File: config.mk
export PLATFORM = sky130hd
export DESIGN_NAME = muldiv_unit_flat
export DESIGN_NICKNAME = d
export VERILOG_FILES = /design/src/rtl/muldiv_unit_pkg.sv /design/src/rtl/muldiv_if.sv /design/src/rtl/muldiv_unit.sv /design/src/flat_wrapper.sv
export SDC_FILE = /design/constraint.sdc
export NUM_CORES = 1
export LEC_CHECK = 0
export ABC_AREA = 1
export CORE_ASPECT_RATIO = 0.7
export CORE_MARGIN = 8
export CORE_UTILIZATION = 35
export CTS_CLUSTER_DIAMETER = 40
export DETAILED_ROUTE_END_ITERATION = 10
export MAX_ROUTING_LAYER = met4
export PLACE_DENSITY = 0.64
export SYNTH_ARGS = -nofsm -noshare
export SYNTH_HDL_FRONTEND = slang
export SYNTH_SLANG_ARGS = --single-unit
File: constraint.sdc
create_clock -name CLK -period 8.1 [get_ports CLK]
set_input_delay 0.81 -clock CLK [delete_from_list [all_inputs] [get_ports CLK]]
set_output_delay 0.81 -clock CLK [all_outputs]
set_load 0.01 [all_outputs]
File: src/rtl/muldiv_unit_pkg.sv
// Shared types for the iterative multiply/divide unit: operation encoding
// and the mapping from MIPS-style funct codes.
package muldiv_unit_pkg;

    typedef enum logic [1:0] {
        MULT  = 2'd0,
        MULTU = 2'd1,
        DIV   = 2'd2,
        DIVU  = 2'd3
    } muldiv_op_t;

    localparam logic [5:0] FUNCT_MULT  = 6'h18;
    localparam logic [5:0] FUNCT_MULTU = 6'h19;
    localparam logic [5:0] FUNCT_DIV   = 6'h1A;
    localparam logic [5:0] FUNCT_DIVU  = 6'h1B;

    function automatic muldiv_op_t funct_to_muldiv_op(input logic [5:0] funct);
        case (funct)
            FUNCT_MULTU: return MULTU;
            FUNCT_DIV:   return DIV;
            FUNCT_DIVU:  return DIVU;
            default:     return MULT;
        endcase
    endfunction

    function automatic logic op_is_signed(input muldiv_op_t op);
        return (op == MULT) || (op == DIV);
    endfunction

    function automatic logic op_is_div(input muldiv_op_t op);
        return (op == DIV) || (op == DIVU);
    endfunction

endpackage

File: src/rtl/muldiv_if.sv
// Request/result bundle between the execute stage and the mul/div unit.
`ifndef MULDIV_IF_SV
`define MULDIV_IF_SV

interface muldiv_if #(parameter int WIDTH = 32);
    import muldiv_unit_pkg::*;

    logic             start;
    muldiv_op_t       op;
    logic [WIDTH-1:0] opa;
    logic [WIDTH-1:0] opb;
    logic             flush;
    logic             hi_we;
    logic             lo_we;
    logic [WIDTH-1:0] wdat;
    logic             busy;
    logic             done;
    logic             div_zero;
    logic [WIDTH-1:0] hi;
    logic [WIDTH-1:0] lo;

    modport md (
        input  start, op, opa, opb, flush, hi_we, lo_we, wdat,
        output busy, done, div_zero, hi, lo
    );

    modport tb (
        output start, op, opa, opb, flush, hi_we, lo_we, wdat,
        input  busy, done, div_zero, hi, lo
    );

endinterface

`endif

File: src/rtl/muldiv_unit.sv
// Iterative radix-2 multiply/divide unit owning HI/LO; one op at a time,
// WIDTH+1 busy cycles per op (WIDTH steps in CALC, one commit cycle in FIX).
module muldiv_unit
    import muldiv_unit_pkg::*;
#(
    parameter int WIDTH = 32
) (
    input  logic CLK,
    input  logic RST,
    muldiv_if.md bus
);

    // state | meaning
    // IDLE  | accepts start and direct HI/LO writes
    // CALC  | one shift-add / restoring-divide step per cycle
    // FIX   | apply signs, commit HI/LO, pulse done
    typedef enum logic [1:0] {IDLE, CALC, FIX} state_t;

    localparam int CW = $clog2(WIDTH);

    state_t             r_state;
    state_t             w_state_nxt;
    muldiv_op_t         r_op;
    logic               r_sign_a;
    logic               r_sign_b;
    logic               r_dz;
    logic               r_done;
    logic               r_div_zero;
    logic [CW-1:0]      r_count;
    logic [WIDTH-1:0]   r_opa;
    logic [WIDTH-1:0]   r_b;
    logic [WIDTH-1:0]   r_hi;
    logic [WIDTH-1:0]   r_lo;
    logic [2*WIDTH-1:0] r_acc;

    logic               w_start_ok;
    logic               w_sign_a;
    logic               w_sign_b;
    logic               w_neg;
    logic [WIDTH:0]     w_mul_sum;
    logic [2*WIDTH-1:0] w_mul_step;
    logic [WIDTH:0]     w_rem_sh;
    logic [WIDTH:0]     w_rem_sub;
    logic               w_ge;
    logic [2*WIDTH-1:0] w_div_step;
    logic [WIDTH-1:0]   w_res_hi;
    logic [WIDTH-1:0]   w_res_lo;

    // Conditional two's-complement negate; cin chains the carry between halves.
    function automatic logic [WIDTH-1:0] neg_w(input logic neg, input logic [WIDTH-1:0] x,
                                               input logic cin);
        return neg ? (~x + {{(WIDTH-1){1'b0}}, cin}) : x;
    endfunction

    assign w_start_ok = (r_state == IDLE) && bus.start && !bus.flush;
    assign w_sign_a   = op_is_signed(bus.op) && bus.opa[WIDTH-1];
    assign w_sign_b   = op_is_signed(bus.op) && bus.opb[WIDTH-1];
    assign w_neg      = r_sign_a ^ r_sign_b;

    assign w_mul_sum  = {1'b0, r_acc[2*WIDTH-1:WIDTH]} + {1'b0, (r_acc[0] ? r_b : {WIDTH{1'b0}})};
    assign w_mul_step = {w_mul_sum, r_acc[WIDTH-1:1]};

    // Partial remainder stays below the divisor, so the borrow bit is the compare result.
    assign w_rem_sh   = r_acc[2*WIDTH-1:WIDTH-1];
    assign w_rem_sub  = w_rem_sh - {1'b0, r_b};
    assign w_ge       = ~w_rem_sub[WIDTH];
    assign w_div_step = {(w_ge ? w_rem_sub[WIDTH-1:0] : w_rem_sh[WIDTH-1:0]),
                         r_acc[WIDTH-2:0], w_ge};

    always_comb begin
        w_res_lo = neg_w(w_neg, r_acc[WIDTH-1:0], 1'b1);
        w_res_hi = neg_w(w_neg, r_acc[2*WIDTH-1:WIDTH], r_acc[WIDTH-1:0] == '0);
        if (r_dz) begin
            w_res_hi = r_opa;
            w_res_lo = '1;
        end else if (op_is_div(r_op)) begin
            w_res_hi = neg_w(r_sign_a, r_acc[2*WIDTH-1:WIDTH], 1'b1);
        end
    end

    always_ff @(posedge CLK or posedge RST) begin
        if (RST) r_state <= IDLE;
        else     r_state <= w_state_nxt;
    end

    always_comb begin
        w_state_nxt = r_state;
        case (r_state)
            IDLE:    if (w_start_ok) w_state_nxt = CALC;
            CALC: begin
                if (bus.flush)           w_state_nxt = IDLE;
                else if (r_count == '0)  w_state_nxt = FIX;
            end
            FIX:     w_state_nxt = IDLE;
            default: w_state_nxt = IDLE;
        endcase
    end

    always_ff @(posedge CLK or posedge RST) begin
        if (RST) begin
            r_op       <= MULT;
            r_sign_a   <= 1'b0;
            r_sign_b   <= 1'b0;
            r_dz       <= 1'b0;
            r_done     <= 1'b0;
            r_div_zero <= 1'b0;
            r_count    <= '0;
            r_opa      <= '0;
            r_b        <= '0;
            r_hi       <= '0;
            r_lo       <= '0;
            r_acc      <= '0;
        end else begin
            r_done <= 1'b0;
            case (r_state)
                IDLE: begin
                    if (bus.hi_we) r_hi <= bus.wdat;
                    if (bus.lo_we) r_lo <= bus.wdat;
                    if (w_start_ok) begin
                        r_op       <= bus.op;
                        r_sign_a   <= w_sign_a;
                        r_sign_b   <= w_sign_b;
                        r_opa      <= bus.opa;
                        r_b        <= neg_w(w_sign_b, bus.opb, 1'b1);
                        r_acc      <= {{WIDTH{1'b0}}, neg_w(w_sign_a, bus.opa, 1'b1)};
                        r_count    <= CW'(WIDTH - 1);
                        r_dz       <= op_is_div(bus.op) && (bus.opb == '0);
                        r_div_zero <= 1'b0;
                    end
                end
                CALC: begin
                    r_acc   <= op_is_div(r_op) ? w_div_step : w_mul_step;
                    r_count <= r_count - CW'(1);
                end
                FIX: begin
                    if (!bus.flush) begin
                        r_hi       <= w_res_hi;
                        r_lo       <= w_res_lo;
                        r_div_zero <= r_dz;
                        r_done     <= 1'b1;
                    end
                end
                default: ;
            endcase
        end
    end

    assign bus.busy     = (r_state != IDLE);
    assign bus.done     = r_done;
    assign bus.div_zero = r_div_zero;
    assign bus.hi       = r_hi;
    assign bus.lo       = r_lo;

endmodule

File: src/flat_wrapper.sv
// flat-port wrapper written by rule: the top's interface ports become plain ports
module muldiv_unit_flat import muldiv_unit_pkg::*;
#(
    parameter int WIDTH = 32
)
  (CLK, RST, bus_start, bus_op, bus_opa, bus_opb, bus_flush, bus_hi_we, bus_lo_we, bus_wdat, bus_busy, bus_done, bus_div_zero, bus_hi, bus_lo);
  muldiv_if #(.WIDTH(WIDTH)) bus_i ();
  input  logic CLK;
  input  logic RST;
  input wire logic [$bits(bus_i.start)-1:0] bus_start;
  input wire logic [$bits(bus_i.op)-1:0] bus_op;
  input wire logic [$bits(bus_i.opa)-1:0] bus_opa;
  input wire logic [$bits(bus_i.opb)-1:0] bus_opb;
  input wire logic [$bits(bus_i.flush)-1:0] bus_flush;
  input wire logic [$bits(bus_i.hi_we)-1:0] bus_hi_we;
  input wire logic [$bits(bus_i.lo_we)-1:0] bus_lo_we;
  input wire logic [$bits(bus_i.wdat)-1:0] bus_wdat;
  output wire logic [$bits(bus_i.busy)-1:0] bus_busy;
  output wire logic [$bits(bus_i.done)-1:0] bus_done;
  output wire logic [$bits(bus_i.div_zero)-1:0] bus_div_zero;
  output wire logic [$bits(bus_i.hi)-1:0] bus_hi;
  output wire logic [$bits(bus_i.lo)-1:0] bus_lo;
  assign bus_i.start = bus_start;
  assign bus_i.op = bus_op;
  assign bus_i.opa = bus_opa;
  assign bus_i.opb = bus_opb;
  assign bus_i.flush = bus_flush;
  assign bus_i.hi_we = bus_hi_we;
  assign bus_i.lo_we = bus_lo_we;
  assign bus_i.wdat = bus_wdat;
  assign bus_busy = bus_i.busy;
  assign bus_done = bus_i.done;
  assign bus_div_zero = bus_i.div_zero;
  assign bus_hi = bus_i.hi;
  assign bus_lo = bus_i.lo;
  muldiv_unit #(.WIDTH(WIDTH)) u_core (.CLK(CLK), .RST(RST), .bus(bus_i));
endmodule
Fig. 1: routing congestion map
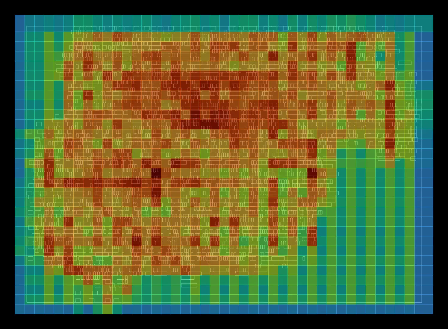
Avg WL per Cell: 19.0 um
met3 Resource Use GR: 0.0825

Fig. 2: metal 2
Cells faint in the background.
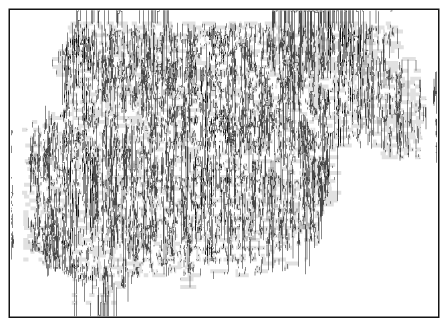
share of all routed wire: 36%
nets with wire on the layer: 2706
longest straight run: 64.3 um
wire length on this layer: 28.7 mm

Fig. 3: where the registers sit
Other sequential cells in the stronger grey, the rest of the logic in the fainter grey.
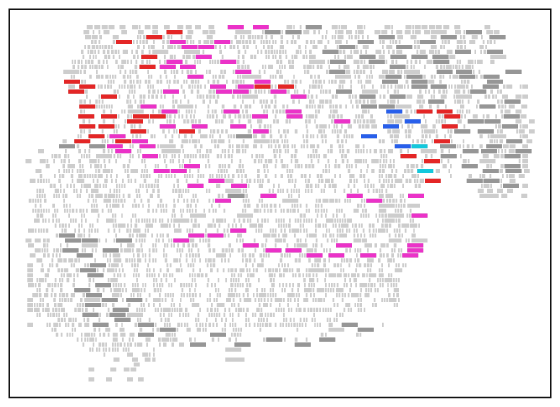
| colour | name in the netlist | placed flops |
|---|---|---|
| cyan | u_core.r_state | 2 |
| blue | u_core.r_count | 5 |
| red | u_core.r_opa | 32 |
| magenta | u_core.r_acc | 64 |
not coloured: 102

Fig. 4: signal wires on met3
Bar = 100 um.
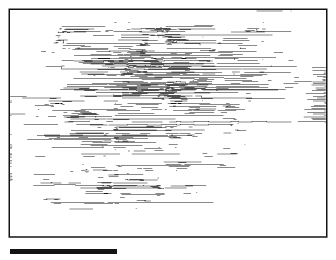
main direction: horizontal
wire length on this layer: 11100 um
nets with wire on the layer: 441
longest straight run: 127 um
share of all routed wire: 14%

==> flow_summary.json <==
{
  "power_sequential_mw": 1.69,
  "grt_pass1_wl_mm": 120,
  "chipWidth_um": 296,
  "pg_comb_mw": 4.09,
  "largestClassByArea": "combinational gates",
  "rsz0062_at_grt": "false",
  "signal_buffers": 187,
  "fin_skew_ns": 0.0397,
  "dp_hpwl_mm": 63.6,
  "avgSynthCellArea_um2": 5.77,
  "ys_types": 43,
  "antenna_cells": 2,
  "drc": 0,
  "r2r_end": "u_core.bus.hi[31]",
  "wl_met2_mm": 28.7,
  "design.seq.count": 205,
  "synth_top_area_share": 0.267,
  "nFillCells": 6017,
  "seq-cell-share": 0.225,
  "tightestPinTransition_ns": 1.01,
  "path_buffers": 2,
  "ys_seq_frac": 0.267,
  "comb_power_share": 0.554,
  "status": "finished clean",
  "sh_comb_area": 0.507,
  "final_util": 0.417,
  "cp.required_ns": 8.47,
  "clock_power_mw": 1.60,
  "synth-simple-area-share": 0.385,
  "cp_slowest_cell": "o21ai_0",
  "layout_top_cell": "nand2_1",
  "min_path_cells": 2,
  "power_mw": 7.38,
  "numPortBuffers": 170,
  "syn-cell-area_mm2": 0.0192
}
